### src/rtl/sram_ctrl_pkg.sv
// Shared types and sizing for the 1R1W SRAM access controller.
// Holds the controller state encoding and the default macro geometry.
package sram_ctrl_pkg;

  localparam int DEPTH           = 64;
  localparam int WIDTH           = 256;
  localparam int ADDR_W          = $clog2(DEPTH);
  localparam int RESP_FIFO_DEPTH = 2;
  localparam int RESP_CNT_W      = $clog2(RESP_FIFO_DEPTH + 1);

  typedef enum logic {
    ST_INIT = 1'b0,
    ST_RUN  = 1'b1
  } state_e;

endpackage

### src/rtl/sram_resp_fifo.sv
// Small ready/valid FIFO holding read responses; 0-cycle read of head, push and pop in the same cycle.
// A push when full is dropped unless a pop frees the slot in that cycle; the caller keeps occupancy in range.
module sram_resp_fifo #(
  parameter int WIDTH = sram_ctrl_pkg::WIDTH,
  parameter int DEPTH = sram_ctrl_pkg::RESP_FIFO_DEPTH,
  parameter int CNT_W = $clog2(DEPTH + 1)
) (
  input  logic             clock,
  input  logic             reset_n,
  input  logic             in_valid,
  input  logic [WIDTH-1:0] in_data,
  output logic             out_valid,
  input  logic             out_ready,
  output logic [WIDTH-1:0] out_data,
  output logic [CNT_W-1:0] count
);

  localparam int PTR_W = (DEPTH > 1) ? $clog2(DEPTH) : 1;

  logic [WIDTH-1:0] mem [DEPTH];
  logic [PTR_W-1:0] wptr;
  logic [PTR_W-1:0] rptr;
  logic             do_push;
  logic             do_pop;

  assign out_valid = (count != '0);
  assign out_data  = mem[rptr];
  assign do_pop    = out_valid && out_ready;
  assign do_push   = in_valid && ((count < CNT_W'(DEPTH)) || do_pop);

  always_ff @(posedge clock or negedge reset_n) begin
    if (!reset_n) begin
      wptr  <= '0;
      rptr  <= '0;
      count <= '0;
      for (int i = 0; i < DEPTH; i++) begin
        mem[i] <= '0;
      end
    end else begin
      if (do_push) begin
        mem[wptr] <= in_data;
        wptr      <= (wptr == PTR_W'(DEPTH - 1)) ? '0 : wptr + 1'b1;
      end
      if (do_pop) begin
        rptr <= (rptr == PTR_W'(DEPTH - 1)) ? '0 : rptr + 1'b1;
      end
      case ({do_push, do_pop})
        2'b10:   count <= count + 1'b1;
        2'b01:   count <= count - 1'b1;
        default: count <= count;
      endcase
    end
  end

endmodule

### src/rtl/sram_1r1w_access_ctrl.sv
// Requester-side controller for a 1R1W synchronous-read SRAM: zero-scrubs after reset, then serves
// independent reads/writes; read response appears the cycle after accept, held in a 2-deep FIFO under back-pressure.
module sram_1r1w_access_ctrl #(
  parameter int DEPTH  = sram_ctrl_pkg::DEPTH,
  parameter int WIDTH  = sram_ctrl_pkg::WIDTH,
  parameter int ADDR_W = sram_ctrl_pkg::ADDR_W
) (
  input  logic              clock,
  input  logic              reset_n,
  input  logic              rd_req_valid,
  output logic              rd_req_ready,
  input  logic [ADDR_W-1:0] rd_req_addr,
  input  logic              wr_req_valid,
  output logic              wr_req_ready,
  input  logic [ADDR_W-1:0] wr_req_addr,
  input  logic [WIDTH-1:0]  wr_req_data,
  output logic              resp_valid,
  input  logic              resp_ready,
  output logic [WIDTH-1:0]  resp_data,
  output logic              init_done,
  output logic [ADDR_W-1:0] R0_addr,
  output logic              R0_en,
  input  logic [WIDTH-1:0]  R0_data,
  output logic [ADDR_W-1:0] W0_addr,
  output logic              W0_en,
  output logic [WIDTH-1:0]  W0_data
);

  import sram_ctrl_pkg::state_e;
  import sram_ctrl_pkg::ST_INIT;
  import sram_ctrl_pkg::ST_RUN;
  import sram_ctrl_pkg::RESP_FIFO_DEPTH;
  import sram_ctrl_pkg::RESP_CNT_W;

  state_e                state;
  logic [ADDR_W-1:0]     scrub_ptr;
  logic                  running;
  logic                  inflight;
  logic                  rd_accept;
  logic                  bypass;
  logic                  fifo_push;
  logic                  fifo_valid;
  logic [WIDTH-1:0]      fifo_data;
  logic [RESP_CNT_W-1:0] fifo_count;

  assign running   = (state == ST_RUN);
  assign init_done = running;

  always_ff @(posedge clock or negedge reset_n) begin
    if (!reset_n) begin
      state     <= ST_INIT;
      scrub_ptr <= '0;
    end else if (!running) begin
      scrub_ptr <= scrub_ptr + 1'b1;
      if (scrub_ptr == ADDR_W'(DEPTH - 1)) begin
        state <= ST_RUN;
      end
    end
  end

  // Write port: scrub zeros during INIT, then pass requests straight through.
  assign wr_req_ready = running;

  always_comb begin
    W0_en   = 1'b1;
    W0_addr = scrub_ptr;
    W0_data = '0;
    if (running) begin
      W0_en   = wr_req_valid;
      W0_addr = wr_req_addr;
      W0_data = wr_req_data;
    end
  end

  // A read is only issued while a response slot is guaranteed for it.
  assign rd_req_ready = running &&
                        ((int'(fifo_count) + int'(inflight)) < RESP_FIFO_DEPTH);
  assign rd_accept    = rd_req_valid && rd_req_ready;
  assign R0_en        = rd_accept;
  assign R0_addr      = rd_req_addr;

  always_ff @(posedge clock or negedge reset_n) begin
    if (!reset_n) begin
      inflight <= 1'b0;
    end else begin
      inflight <= rd_accept;
    end
  end

  // With the FIFO empty, macro data is presented directly so the response
  // appears the cycle after accept; it is still captured at the end of that
  // cycle when not consumed, so a following write cannot alter it.
  assign bypass     = inflight && !fifo_valid;
  assign fifo_push  = inflight && !(bypass && resp_ready);
  assign resp_valid = inflight || fifo_valid;
  assign resp_data  = bypass ? R0_data : fifo_data;

  sram_resp_fifo #(
    .WIDTH (WIDTH),
    .DEPTH (RESP_FIFO_DEPTH),
    .CNT_W (RESP_CNT_W)
  ) u_resp_fifo (
    .clock     (clock),
    .reset_n   (reset_n),
    .in_valid  (fifo_push),
    .in_data   (R0_data),
    .out_valid (fifo_valid),
    .out_ready (resp_ready),
    .out_data  (fifo_data),
    .count     (fifo_count)
  );

endmodule
### config.mk
export PLATFORM = sky130hd
export DESIGN_NAME = sram_1r1w_access_ctrl
export DESIGN_NICKNAME = d
export VERILOG_FILES = /design/src/rtl/sram_ctrl_pkg.sv /design/src/rtl/sram_resp_fifo.sv /design/src/rtl/sram_1r1w_access_ctrl.sv
export SDC_FILE = /design/constraint.sdc
export NUM_CORES = 1
export LEC_CHECK = 0
export CAP_MARGIN = 20
export CORE_AREA = 4 4 406 408
export DETAILED_ROUTE_END_ITERATION = 10
export DIE_AREA = 0 0 410 412
export GPL_TIMING_DRIVEN = 0
export PLACE_DENSITY = 0.5
export SLEW_MARGIN = 20
export SYNTH_ARGS = -nofsm -noshare
export SYNTH_HDL_FRONTEND = slang
export SYNTH_HIERARCHICAL = 1
export SYNTH_SLANG_ARGS = --single-unit
### constraint.sdc
create_clock -name clock -period 2.9 [get_ports clock]
set_clock_uncertainty 0.2 [all_clocks]
set_input_delay 0.58 -clock clock [delete_from_list [all_inputs] [get_ports clock]]
set_output_delay 0.58 -clock clock [all_outputs]
set_load 0.02 [all_outputs]
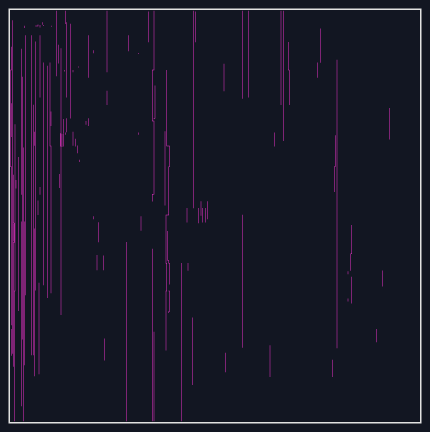
**Above:** run 1 (met4 routing).
(1 px per µm)
The layer carries 8290 µm of wire. The longest straight run is 333 µm. The layer holds 5.4% of the routed length.

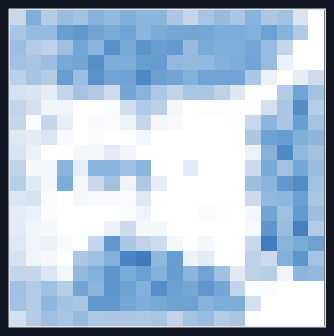
**Above:** run 1 (local utilization).
20 x 21 tiles, from white (low) to dark blue (high), 0 to 100% covered.
23% of the tiles are nearly empty. The mean over all tiles is 27%. The fullest tile reaches 69%.
final core utilization: 0.294
area of the core region: 162000 µm²
fraction of the core area occupied by cells at floorplan: 0.188

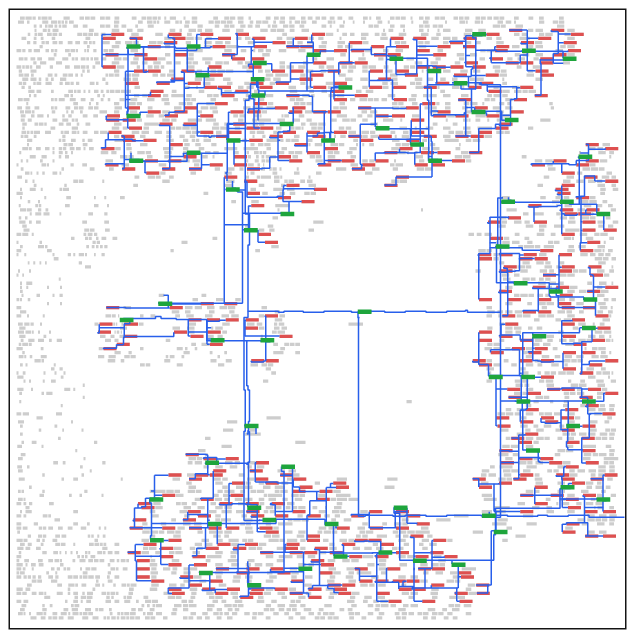
**Above:** run 1 (clock network drawn from the DEF).
(1.5 px per µm)
Green shows clock drivers, count 70. Blue shows clock wires, length 9620 µm. Red shows flip-flops, count 524.
There are 71 routed clock nets.

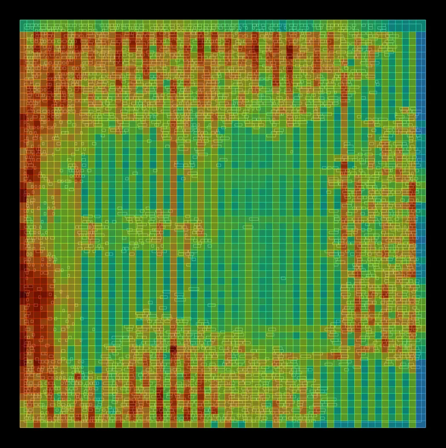
**Above:** run 1 (routing congestion map).
most utilized layer in the global route result: met2
met1 Use GR: 0.181
overall track demand over capacity in global routing: 0.175

==> notes.org, run 1 <==
#+TITLE: Synthesis and PnR summary

** Outcome
- Status :: finished, violations left
- Violations in the final reports :: hold timing, setup timing

** Final timing
- Min setup slack post-route :: -375 ps
- Number of hold-slack violations in the final timing report :: 80
- The most critical hold endpoint after final layout shows a slack of -268 ps.
- Sum Neg Setup Slack :: -68570 ps
- Finish-stage setup viols :: 257

** Pwr
- Design Power :: 0.0173 W
- Power drawn by the sequential cells :: 0.00731 W
- Group drawing the most power :: clock
- The share of total power dissipated in sequential elements is 0.422.

** Final layout
- Register containing the most flip-flops in the final layout :: u_resp_fifo/mem
- Number of clock buffers in the layout :: 98
- The filler cells instantiated in the layout total 16450.
- After routing the design area is 47500 µm².
- The register with the most flip-flops in the layout has 512 of them.
- Biggest registers after layout :: u_resp_fifo/mem (512), scrub_ptr (6), u_resp_fifo/count (2)
- At the end of the flow, the number of nets in the layout was 3715.
- Most numerous logic cell after layout :: mux2_4

** CTS
- CTS clock-pin slew for the worst setup and hold paths :: 60 ps
- Number of gates resized after cts :: 1444
- Clock tree synthesis inserted a total of 70 buffers.
- CTS saw 524 sinks.
- Post-CTS setup buffer count :: 20

** Critical path
- Worst Setup End Kind :: output pin
- Cell with the most instances on the worst path :: buf_4
- Critical path startpoint :: u_resp_fifo/rptr
- Endpoint of the most critical setup path :: resp_data[122]
- Per the STA report, the cell with the highest stage delay on the worst path is dfrtp_2.

** Yosys
- Post-synthesis, Yosys gives the total cell area as 30400 µm².
- Synthesized Nets :: 2528
- The number of cells reported by Yosys stat comes to 1997.
- Among all flip-flop cells after synthesis, the most frequent one is dfrtp_1.
- Largest non-sequential cell family by area :: multiplexers
- Post-synth seq share :: 0.431
- Avg Cell Area, Syn :: 15.2 µm²
- For reference, the top cells by count after synthesis are mux2_4, dfrtp_1, mux2_2, and2_1, buf_6.
- Netlist cell types :: 27
- Post-synth tally of flip-flops with integrated enable :: 0
- In this run, the synthesized area fraction spent on AND-OR/OR-AND gates is recorded as 0.000658.

** Floorplan
- Chip Width :: 410 µm

** GRT
- The number of global-route vias before repair is 23066.
- Antenna violations before repair :: 71

** Route
- After detailed routing, the met3 layer carries 12900 µm of wire.
- Remaining routing DRC violations :: 0

** Job
- Maxcap violations :: 0

** Placement
- Once detailed placement completed, the half-perimeter wirelength came to 123000 µm.
- Prior to clock tree synthesis, the placed netlist has a worst setup slack of -1220 ps.
**Run 1: power grid**

(1 px per µm) Pins as bars on the die edge.
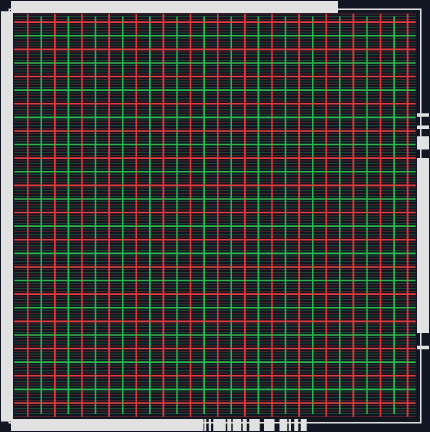

==> run 2: changes to the inputs <==
--- a/config.mk
+++ b/config.mk
@@ -10,7 +10,7 @@
 export DETAILED_ROUTE_END_ITERATION = 10
 export DIE_AREA = 0 0 410 412
 export GPL_TIMING_DRIVEN = 0
-export PLACE_DENSITY = 0.5
+export PLACE_DENSITY = 0.48
 export SLEW_MARGIN = 20
 export SYNTH_ARGS = -nofsm -noshare
 export SYNTH_HDL_FRONTEND = slang
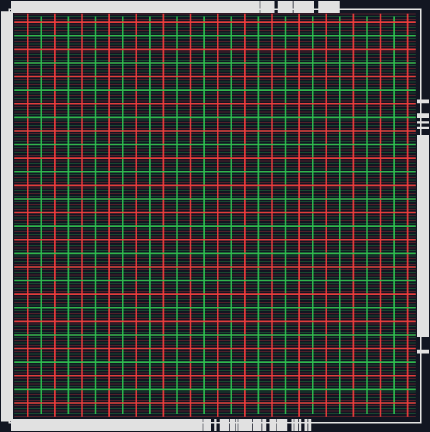
**Above:** run 2 (power grid).
(1 px per µm) Pins as bars on the die edge.
Red shows VSS. Green shows VDD.
29 straps on met4. The core has 148 rows.

==> notes.org, run 2 <==
#+TITLE: Synthesis and PnR summary

** Critical path
- WP buf/inv :: 5
- Critical path startpoint :: u_resp_fifo/rptr
- STA lists the startpoint of the worst register-to-register path as inflight.
- Worst Setup End Kind :: output pin
- The largest individual stage delay along the critical path comes from the cell dfrtp_4.
- Crit path arrival time :: 2460 ps
- Per STA, the endpoint of the critical path is resp_data[30].

** Placement
- IO Port Bufs :: 1052
- Routability Congestion :: 0.976
- Summed over all nets, the half-perimeter wirelength after detailed placement is 120000 µm.
- OpenSTA, run right after detailed placement, puts the worst setup slack at -1210 ps.

** Final layout
- Sequential cell area share :: 0.274
- Top library cells by usage in the layout, fill and taps aside :: mux2_4, clkdlybuf4s50_1, dfrtp_1, mux2_2, and2_1
- The finished layout holds 5454 standard cells, fillers aside.
- Layout Area Growth over Synthesis :: 57.5%
- The register with the most flip-flops in the layout has 512 of them.
- Biggest registers after layout :: u_resp_fifo/mem (512), scrub_ptr (6), u_resp_fifo/count (2)
- Most numerous logic cell after layout :: mux2_4
- After filler insertion, the fill cell instance count of the layout stands at 16488.
- Nets :: 3717
- Ranked by flip-flop count, first place goes to u_resp_fifo/mem.
- The number of sequential cells reported for the layout is 524.
- Final core utilization :: 0.296
- Total of plain and repair buffers excluding clock buffers :: 1267
- Summing all non-filler instances in the final layout gives an area of 47900 µm².
- Number of clock buffers in the layout :: 105

** GRT
- The global routing report lists combined usage of all routing layers as 0.170.
- Most utilized layer in the global route result :: met2
- The number of antenna violations at the first check in global routing was 91.
- Routing resource usage on met1 recorded by global route was 0.189.
- Vias in the first global route :: 23080

** Yosys
- Per the post-synthesis report, the nets total 2528.
- Yosys reports a chip area of 30400 µm².
- Post-synth tally of flip-flops with integrated enable :: 0
- In this run, the synthesized area fraction spent on AND-OR/OR-AND gates is recorded as 0.000658.
- Share of cell area taken by muxes after synthesis :: 0.461
- By area, the combinational part of the netlist is dominated by multiplexers.
- Per the synth stats, the flop cell with the highest instance count is dfrtp_1.
- After synthesis, the mean cell area works out to 15.2 µm².
- The commonest cells after synthesis are mux2_4, dfrtp_1, mux2_2, and2_1, buf_6.
- Async set or reset register ratio after synthesis :: 1.00
- Post-synth seq share :: 0.431
- Netlist cell types :: 27
- After synthesis, the design contains 1997 cells according to Yosys.

** Final timing
- In this run the tightest slew margin relative to its limit is 0.625.
- Slew at the pin closest to its max-slew limit :: 562 ps
- Sum Neg Setup Slack :: -61490 ps
- Finish-stage setup viols :: 257
- After layout, the worst setup slack is -336 ps.
- Across all hold checks on the routed design, the worst slack comes to 186 ps.
- In the final report, the number of hold violations comes to 0.

** Route
- DR WL met2 :: 76400 µm
- Detail Route met3 WL :: 12100 µm
- Remaining routing DRC violations :: 0
- Wire length on met1 :: 56600 µm

** Pwr
- Design Power :: 0.0178 W
- The dominant power group in this design is clock.
- Share of power burned in the clock network :: 0.527
- The share of total power dissipated in sequential elements is 0.412.
- In this run, power in flip-flops and latches comes to 0.00732 W.
- Clk power :: 0.00936 W

** CTS
- H-tree level count :: 3
- Post-CTS repair changed the size of 1159 cells.
- TritonCTS created 72 clock buffers.
- Post-CTS setup buffer count :: 24
- Post-CTS Hold Fix Bufs :: 1
- Clock tree root buffer cell :: clkbuf_16
- Counting along the longest clock path gives a buffer depth of 3.
- Clock sink total :: 524
- CTS clock-pin slew for the worst setup and hold paths :: 60 ps

** Job
- Maxcap violations :: 0

** Min path
- Classification of the worst-slack hold path :: input port to asynchronous set/reset pin

** Outcome
- The final reports fail on setup timing.
- The flow ran to the end, but the final reports show violations.

** Floorplan
- Fraction of the core area occupied by cells at floorplan :: 0.188
- According to the floorplan report, the die height is 412 µm.
- Area of the core region :: 162000 µm²
- The die is 410 µm wide.
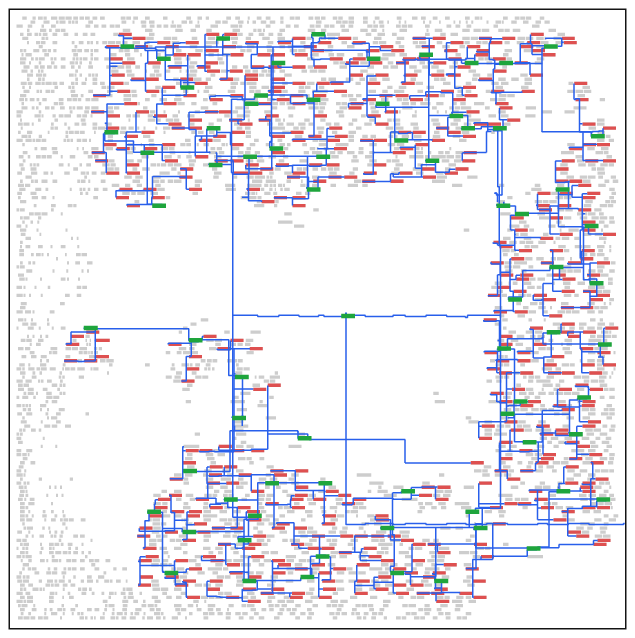
**Above:** run 2 (clock network drawn from the DEF).
(1.5 px per µm)
Green shows clock drivers, count 72. Red shows flip-flops, count 524. Blue shows clock wires, length 9890 µm.
There are 73 routed clock nets. Position of the flops: widely spread.

Power figures rest on the tool's default switching activity, not on a simulated workload.
